--- src/rtl/edge_detect_pkg.sv ---
// Shared types and constants for the frame-buffer sequencing path that feeds the Sobel stage.
package edge_detect_pkg;

  // Line tracking state of the sequencer.
  typedef enum logic [1:0] {
    S_WAIT_FRAME = 2'd0,
    S_BLANK      = 2'd1,
    S_LINE       = 2'd2
  } seq_state_e;

  // Number of physical rows held by the line buffer.
  localparam int unsigned BUF_ROWS = 4;

  // The 3x3 matrix is complete once the pixel two rows/columns past the origin is written.
  localparam int unsigned MATRIX_MIN_COL = 2;
  localparam int unsigned MATRIX_MIN_ROW = 2;

  // Cycle offsets of each strobe relative to the detected pixel-clock edge.
  localparam int unsigned STROBE_WR_OFFSET    = 1;
  localparam int unsigned STROBE_RD_OFFSET    = 2;
  localparam int unsigned STROBE_VALID_OFFSET = 3;

endpackage

--- src/rtl/pixel_clock_edge_sync.sv ---
// Brings the VGA pixel clock and data-valid into the system clock domain as plain data and
// flags each rising edge of the synchronized pixel clock.
module pixel_clock_edge_sync #(
  parameter int unsigned P_SYNC_STAGES = 2
) (
  input  logic i_clk,
  input  logic i_reset_n,
  input  logic i_pixel_clk,
  input  logic i_data_valid,
  output logic o_pixel_edge,
  output logic o_data_valid
);

  logic [P_SYNC_STAGES-1:0] r_pclk_sync;
  logic [P_SYNC_STAGES-1:0] r_de_sync;
  logic                     r_pclk_prev;

  // Identical chains keep data-valid aligned with the pixel clock it belongs to.
  always_ff @(posedge i_clk or negedge i_reset_n) begin
    if (!i_reset_n) begin
      r_pclk_sync <= '0;
      r_de_sync   <= '0;
      r_pclk_prev <= 1'b0;
    end else begin
      r_pclk_sync <= {r_pclk_sync[P_SYNC_STAGES-2:0], i_pixel_clk};
      r_de_sync   <= {r_de_sync[P_SYNC_STAGES-2:0], i_data_valid};
      r_pclk_prev <= r_pclk_sync[P_SYNC_STAGES-1];
    end
  end

  assign o_pixel_edge = r_pclk_sync[P_SYNC_STAGES-1] & ~r_pclk_prev;
  assign o_data_valid = r_de_sync[P_SYNC_STAGES-1];

endmodule

--- src/rtl/frame_buffer_sequencer.sv ---
// Sequences the 4-row grayscale line buffer: tracks frame column/row from the sampled VGA
// timing, issues write then read strobes per pixel, and flags complete 3x3 matrices.
module frame_buffer_sequencer
  import edge_detect_pkg::*;
#(
  parameter int unsigned P_FRAME_COLUMNS     = 640,
  parameter int unsigned P_FRAME_ROWS        = 480,
  parameter int unsigned P_FRAME_COLUMN_BITS = $clog2(P_FRAME_COLUMNS),
  parameter int unsigned P_FRAME_ROW_BITS    = $clog2(P_FRAME_ROWS),
  parameter int unsigned P_BUF_ROW_BITS      = 2,
  parameter int unsigned P_SYNC_STAGES       = 2
) (
  input  logic                           I_CLK,
  input  logic                           I_RESET_N,
  input  logic                           I_PIXEL_CLK,
  input  logic                           I_DATA_VALID,
  output logic [P_FRAME_COLUMN_BITS-1:0] O_BUF_COLUMN,
  output logic [P_BUF_ROW_BITS-1:0]      O_BUF_ROW,
  output logic                           O_BUF_WRITE_ENABLE,
  output logic                           O_BUF_READ_ENABLE,
  output logic                           O_MATRIX_VALID,
  output logic [P_FRAME_COLUMN_BITS-1:0] O_MATRIX_COLUMN,
  output logic [P_FRAME_ROW_BITS-1:0]    O_MATRIX_ROW,
  output logic                           O_FRAME_DONE,
  output logic                           O_LINE_ERROR
);

  // One guard bit so the counter can reach P_FRAME_COLUMNS and expose overlong lines.
  localparam int unsigned L_COL_W = P_FRAME_COLUMN_BITS + 1;
  localparam logic [L_COL_W-1:0]          L_COL_LIMIT = L_COL_W'(P_FRAME_COLUMNS);
  localparam logic [P_FRAME_ROW_BITS-1:0] L_LAST_ROW  = P_FRAME_ROW_BITS'(P_FRAME_ROWS - 1);

  logic w_pixel_edge;
  logic w_data_valid;

  seq_state_e                  r_state, w_state_next;
  logic [L_COL_W-1:0]          r_col, w_col_next;
  logic [P_FRAME_ROW_BITS-1:0] r_row, w_row_next;
  logic                        r_line_error, w_line_error_next;
  logic                        w_write_fire;
  logic                        w_frame_done_fire;
  logic [P_BUF_ROW_BITS-1:0]   w_buf_row;
  logic                        w_in_window;

  logic [P_FRAME_COLUMN_BITS-1:0] r_buf_column;
  logic [P_BUF_ROW_BITS-1:0]      r_buf_row;
  logic [P_FRAME_ROW_BITS-1:0]    r_pixel_row;
  logic [STROBE_VALID_OFFSET-1:STROBE_WR_OFFSET] r_strobe_pipe;
  logic                           r_frame_done;
  logic                           r_matrix_valid;
  logic [P_FRAME_COLUMN_BITS-1:0] r_matrix_column;
  logic [P_FRAME_ROW_BITS-1:0]    r_matrix_row;

  pixel_clock_edge_sync #(
    .P_SYNC_STAGES (P_SYNC_STAGES)
  ) u_edge_sync (
    .i_clk        (I_CLK),
    .i_reset_n    (I_RESET_N),
    .i_pixel_clk  (I_PIXEL_CLK),
    .i_data_valid (I_DATA_VALID),
    .o_pixel_edge (w_pixel_edge),
    .o_data_valid (w_data_valid)
  );

  assign w_buf_row = P_BUF_ROW_BITS'(r_row % BUF_ROWS);

  // Next-state: act only on pixel-clock edges; line ends advance the row and close the frame.
  always_comb begin
    w_state_next      = r_state;
    w_col_next        = r_col;
    w_row_next        = r_row;
    w_line_error_next = r_line_error;
    w_write_fire      = 1'b0;
    w_frame_done_fire = 1'b0;
    if (w_pixel_edge) begin
      unique case (r_state)
        S_WAIT_FRAME: begin
          // Only a blanking edge proves we are not joining a line half-way through.
          if (!w_data_valid) w_state_next = S_BLANK;
        end
        S_BLANK: begin
          if (w_data_valid) begin
            w_write_fire = 1'b1;
            w_col_next   = r_col + L_COL_W'(1);
            w_state_next = S_LINE;
          end
        end
        S_LINE: begin
          if (w_data_valid) begin
            if (r_col < L_COL_LIMIT) begin
              w_write_fire = 1'b1;
              w_col_next   = r_col + L_COL_W'(1);
            end else begin
              // Saturated: excess pixels are dropped and the line is marked bad.
              w_line_error_next = 1'b1;
            end
          end else begin
            if (r_col != L_COL_LIMIT) w_line_error_next = 1'b1;
            w_col_next   = '0;
            w_state_next = S_BLANK;
            if (r_row == L_LAST_ROW) begin
              w_row_next        = '0;
              w_frame_done_fire = 1'b1;
            end else begin
              w_row_next = r_row + P_FRAME_ROW_BITS'(1);
            end
          end
        end
        default: w_state_next = S_WAIT_FRAME;
      endcase
    end
  end

  // State, counters and the sticky line error.
  always_ff @(posedge I_CLK or negedge I_RESET_N) begin
    if (!I_RESET_N) begin
      r_state      <= S_WAIT_FRAME;
      r_col        <= '0;
      r_row        <= '0;
      r_line_error <= 1'b0;
      r_frame_done <= 1'b0;
    end else begin
      r_state      <= w_state_next;
      r_col        <= w_col_next;
      r_row        <= w_row_next;
      r_line_error <= w_line_error_next;
      r_frame_done <= w_frame_done_fire;
    end
  end

  // Buffer address is captured with the write and held through the following read.
  always_ff @(posedge I_CLK or negedge I_RESET_N) begin
    if (!I_RESET_N) begin
      r_buf_column  <= '0;
      r_buf_row     <= '0;
      r_pixel_row   <= '0;
      r_strobe_pipe <= '0;
    end else begin
      if (w_write_fire) begin
        r_buf_column <= r_col[P_FRAME_COLUMN_BITS-1:0];
        r_buf_row    <= w_buf_row;
        r_pixel_row  <= r_row;
      end
      r_strobe_pipe <= {r_strobe_pipe[STROBE_RD_OFFSET-1:STROBE_WR_OFFSET], w_write_fire};
    end
  end

  assign w_in_window = (r_buf_column >= P_FRAME_COLUMN_BITS'(MATRIX_MIN_COL)) &&
                       (r_pixel_row >= P_FRAME_ROW_BITS'(MATRIX_MIN_ROW));

  // Matrix becomes valid the cycle after the read; the centre is one row/column behind.
  always_ff @(posedge I_CLK or negedge I_RESET_N) begin
    if (!I_RESET_N) begin
      r_matrix_valid  <= 1'b0;
      r_matrix_column <= '0;
      r_matrix_row    <= '0;
    end else begin
      r_matrix_valid <= r_strobe_pipe[STROBE_RD_OFFSET] & w_in_window;
      if (r_strobe_pipe[STROBE_RD_OFFSET] && w_in_window) begin
        r_matrix_column <= r_buf_column - P_FRAME_COLUMN_BITS'(1);
        r_matrix_row    <= r_pixel_row - P_FRAME_ROW_BITS'(1);
      end
    end
  end

  assign O_BUF_COLUMN       = r_buf_column;
  assign O_BUF_ROW          = r_buf_row;
  assign O_BUF_WRITE_ENABLE = r_strobe_pipe[STROBE_WR_OFFSET];
  assign O_BUF_READ_ENABLE  = r_strobe_pipe[STROBE_RD_OFFSET];
  assign O_MATRIX_VALID     = r_matrix_valid;
  assign O_MATRIX_COLUMN    = r_matrix_column;
  assign O_MATRIX_ROW       = r_matrix_row;
  assign O_FRAME_DONE       = r_frame_done;
  assign O_LINE_ERROR       = r_line_error;

endmodule
--- config.mk ---
export PLATFORM = sky130hd
export DESIGN_NAME = frame_buffer_sequencer
export DESIGN_NICKNAME = d
export VERILOG_FILES = /design/src/rtl/edge_detect_pkg.sv /design/src/rtl/pixel_clock_edge_sync.sv /design/src/rtl/frame_buffer_sequencer.sv
export SDC_FILE = /design/constraint.sdc
export NUM_CORES = 1
export LEC_CHECK = 0
export CAP_MARGIN = 0
export CORE_MARGIN = 2
export CORE_UTILIZATION = 56
export DETAILED_ROUTE_END_ITERATION = 8
export HOLD_SLACK_MARGIN = 0.1
export PLACE_DENSITY = 0.84
export SYNTH_ARGS = -nofsm -noshare
export SYNTH_HDL_FRONTEND = slang
export SYNTH_SLANG_ARGS = --single-unit
--- constraint.sdc ---
create_clock -name I_CLK -period 4.1 [get_ports I_CLK]
set_input_delay 0.41 -clock I_CLK [delete_from_list [all_inputs] [get_ports I_CLK]]
set_output_delay 0.41 -clock I_CLK [all_outputs]
set_load 0.005 [all_outputs]
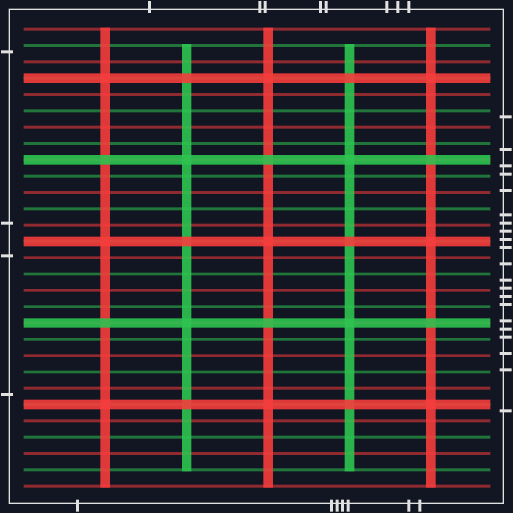
Fig. 1. Power grid.
Drawn at 6 px/um. Pins as bars on the die edge.
[VSS] red
[VDD] green
signal pins: 40
met1 rails: 29

==> notes.org <==
#+TITLE: Physical design notes

** Run status
- Result of the run :: completed

** Layout
- The top cell types in the final layout, fill and taps aside, are dfrtp_1, clkdlybuf4s50_1, mux2_2.
- The area growth from synthesis to layout is 18.4%.
- Non-Filler Instances :: 418
- Antenna Diode Count :: 0

** Place
- Input and output buffers added on the ports amount to 39.
- In the placement report, post-DP HPWL is listed as 4.31 mm.

** Setup path
- Maximum fanout along the worst path :: 20
- The critical path is of the flip-flop to flip-flop type.
- The timing report shows the most common cell along the critical path to be nand3_1.
- Reg2reg path depth :: 4
- STA reports a reg2reg setup slack of between 1.5 and 2 ns.

** Drt
- The first TritonRoute pass finished after 4 iterations.
- Dividing the detail-routed wire length by the instance count gives 15.2 um.
- The final layout contains routed wiring with a total length of 6.37 mm.
- After detailed routing, the number of vias per cell comes to ~5.6.

** Global routing
- After global routing the overflow that remains totals 0.
- GRT Total Usage :: 21.4%
- Global-route wire length before repair :: roughly 11 mm

** Clock tree
- Post-CTS setup buffers :: 0
- TritonCTS created 9 clock buffers.
- For this design, the CTS-stage hold fixing added 0 buffers.

** Logic synthesis
- The post-synth register bit count is 70.
- Count of library flops with an enable pin :: 0
- Post-synthesis instance total :: 299
- Number of nets at floorplan :: ~320
- The commonest register cell is dfrtp_1.
- Syn avg cell area :: 11.4 um^2
- Seq share, synth :: 51.3%

** Floorplan
- Die Span X :: just over 80 um
- Count of boundary I/O pins :: ~40

** Final timing
- The final hold violation count recorded for this run is 0.
- Setup repair after global routing missed its margin :: no
- Max Slew Vio Count :: 0
- The worst path in the final design needs a cycle of 2.35 ns, including I/O delays and setup.
- Ratio of final minimum period to clock period :: 57.3%

** Power
- Leakage dissipation :: around 1.8 nW
- Switching power as a share of total power :: about a third
- Internal :: 1.45 mW

** Min path
- Worst min path class :: input port to asynchronous set/reset pin
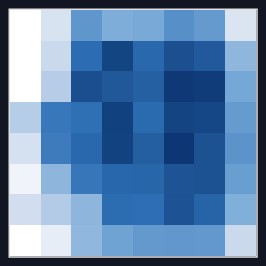
Fig. 2. Local utilization.
Drawn at 3 px/um. 8 x 8 tiles, from white (low) to dark blue (high), 0 to 100% covered.
mean over tiles: 59%
fullest tile: 97%
tiles over 75% full: 42%
densest ninth of the die: centre
effective utilization at floorplan: 57.7%
Final Util: 68.3%
floorplan core area: 5920 um^2

==> per-layer routing <==
layer | up-vias | track usage (%) | wire [um]
met5 | - | 0 | 0
met4 | 0 | 8.67 | 103
met3 | 14 | 5.60 | 211
met2 | 45 | 35.0 | 3200
met1 | 1165 | 27.1 | 2860
li1 | 1135 | - | -
==> critical path, delay by kind of cell, from the launching register on <==
| family | cells | cell delay (ns) |
|---|---|---|
| multiplexers | 1 | 0.42 |
| AND/OR/NAND/NOR | 3 | 1.38 |
| flip-flops | 1 | 0.43 |
==> power groups by stage <==
stage	sequential [mW]	combinational, mW	clock [mW]
CTS	0.865	0.654	0.617
floorplan	0.856	0.454	0
detailed placement	0.876	0.640	0
finish	0.868	0.646	0.608
global placement	0.872	0.613	0
global route	0.882	0.737	0.653
==> metrics by stage <==
step	setup WS (ns)	instance area (um^2)	hold WS [ns]
floorplan	2.27	3410	0.114
global placement	1.92	3830	0.332
detailed placement	1.81	3830	0.338
CTS	1.75	4040	0.318
global route	1.54	4040	0.363
finish	1.75	4040	0.275
==> worst max-delay path by stage <==
stage / slack [ns] / startpoint / to / cells past startpoint
floorplan: 2.27 / r_state[0] / O_BUF_COLUMN[2] / 8
global placement: 1.92 / r_pixel_row[2] / O_MATRIX_COLUMN[6] / 4
detailed placement: 1.81 / r_pixel_row[2] / O_MATRIX_COLUMN[4] / 4
CTS: 1.75 / r_pixel_row[2] / O_MATRIX_COLUMN[4] / 4
global route: 1.54 / r_pixel_row[2] / O_MATRIX_ROW[0] / 4
finish: 1.75 / r_pixel_row[2] / O_MATRIX_COLUMN[4] / 4
==> sequential cells by signal, summed over array words and instances, names as in the netlist <==
name	cells
O_BUF_ROW	1
r_col	11
u_edge_sync.r_de_sync	2
u_edge_sync.r_pclk_sync	2
r_state	2
r_strobe_pipe	2
O_BUF_COLUMN	10
O_MATRIX_VALID	1
O_MATRIX_ROW	9
O_MATRIX_COLUMN	10
r_row	9
r_pixel_row	8
u_edge_sync.r_pclk_prev	1
O_LINE_ERROR	1
O_FRAME_DONE	1
==> cells in the mapped netlist (all sizes together) (5+ instances only) <==
master | instances | share of area, %
xnor2 | 15 | 3.8
nor2 | 13 | 1.4
nor3 | 10 | 1.6
mux2 | 35 | 12
xor2 | 5 | 1.3
o31ai | 6 | 1.3
mux2i | 5 | 1.5
or4 | 7 | 1.5
a21oi | 8 | 1.3
buf | 10 | 2.1
inv | 17 | 1.9
nand3 | 16 | 2.6
o21ai | 10 | 1.6
nand4 | 5 | 0.92
nand2 | 21 | 2.3
ha | 12 | 4.4
dfrtp | 70 | 51
==> cell type report <==
class,instances,area [um^2],share of cell area (%)
Timing Repair Buffer,41,400,9.90
Tap cell,75,93.8,2.32
Inverter,17,63.8,1.58
Multi-Input combinational cell,200,1520,37.6
Sequential cell,70,1750,43.3
Clock inverter,3,68.8,1.70
Clock buffer,12,145,3.59
==> kinds of logic after synthesis <==
group	Yosys count	share of synthesized area, %
AND/OR/NAND/NOR	97	16.2
flip-flops	70	51.3
multiplexers	40	13.0
AND-OR/OR-AND	31	5.79
buffers and inverters	29	4.21
XOR/XNOR	20	5.13
adder cells (fa/ha/maj)	12	4.40
Power is estimated from default activity; no workload was simulated.
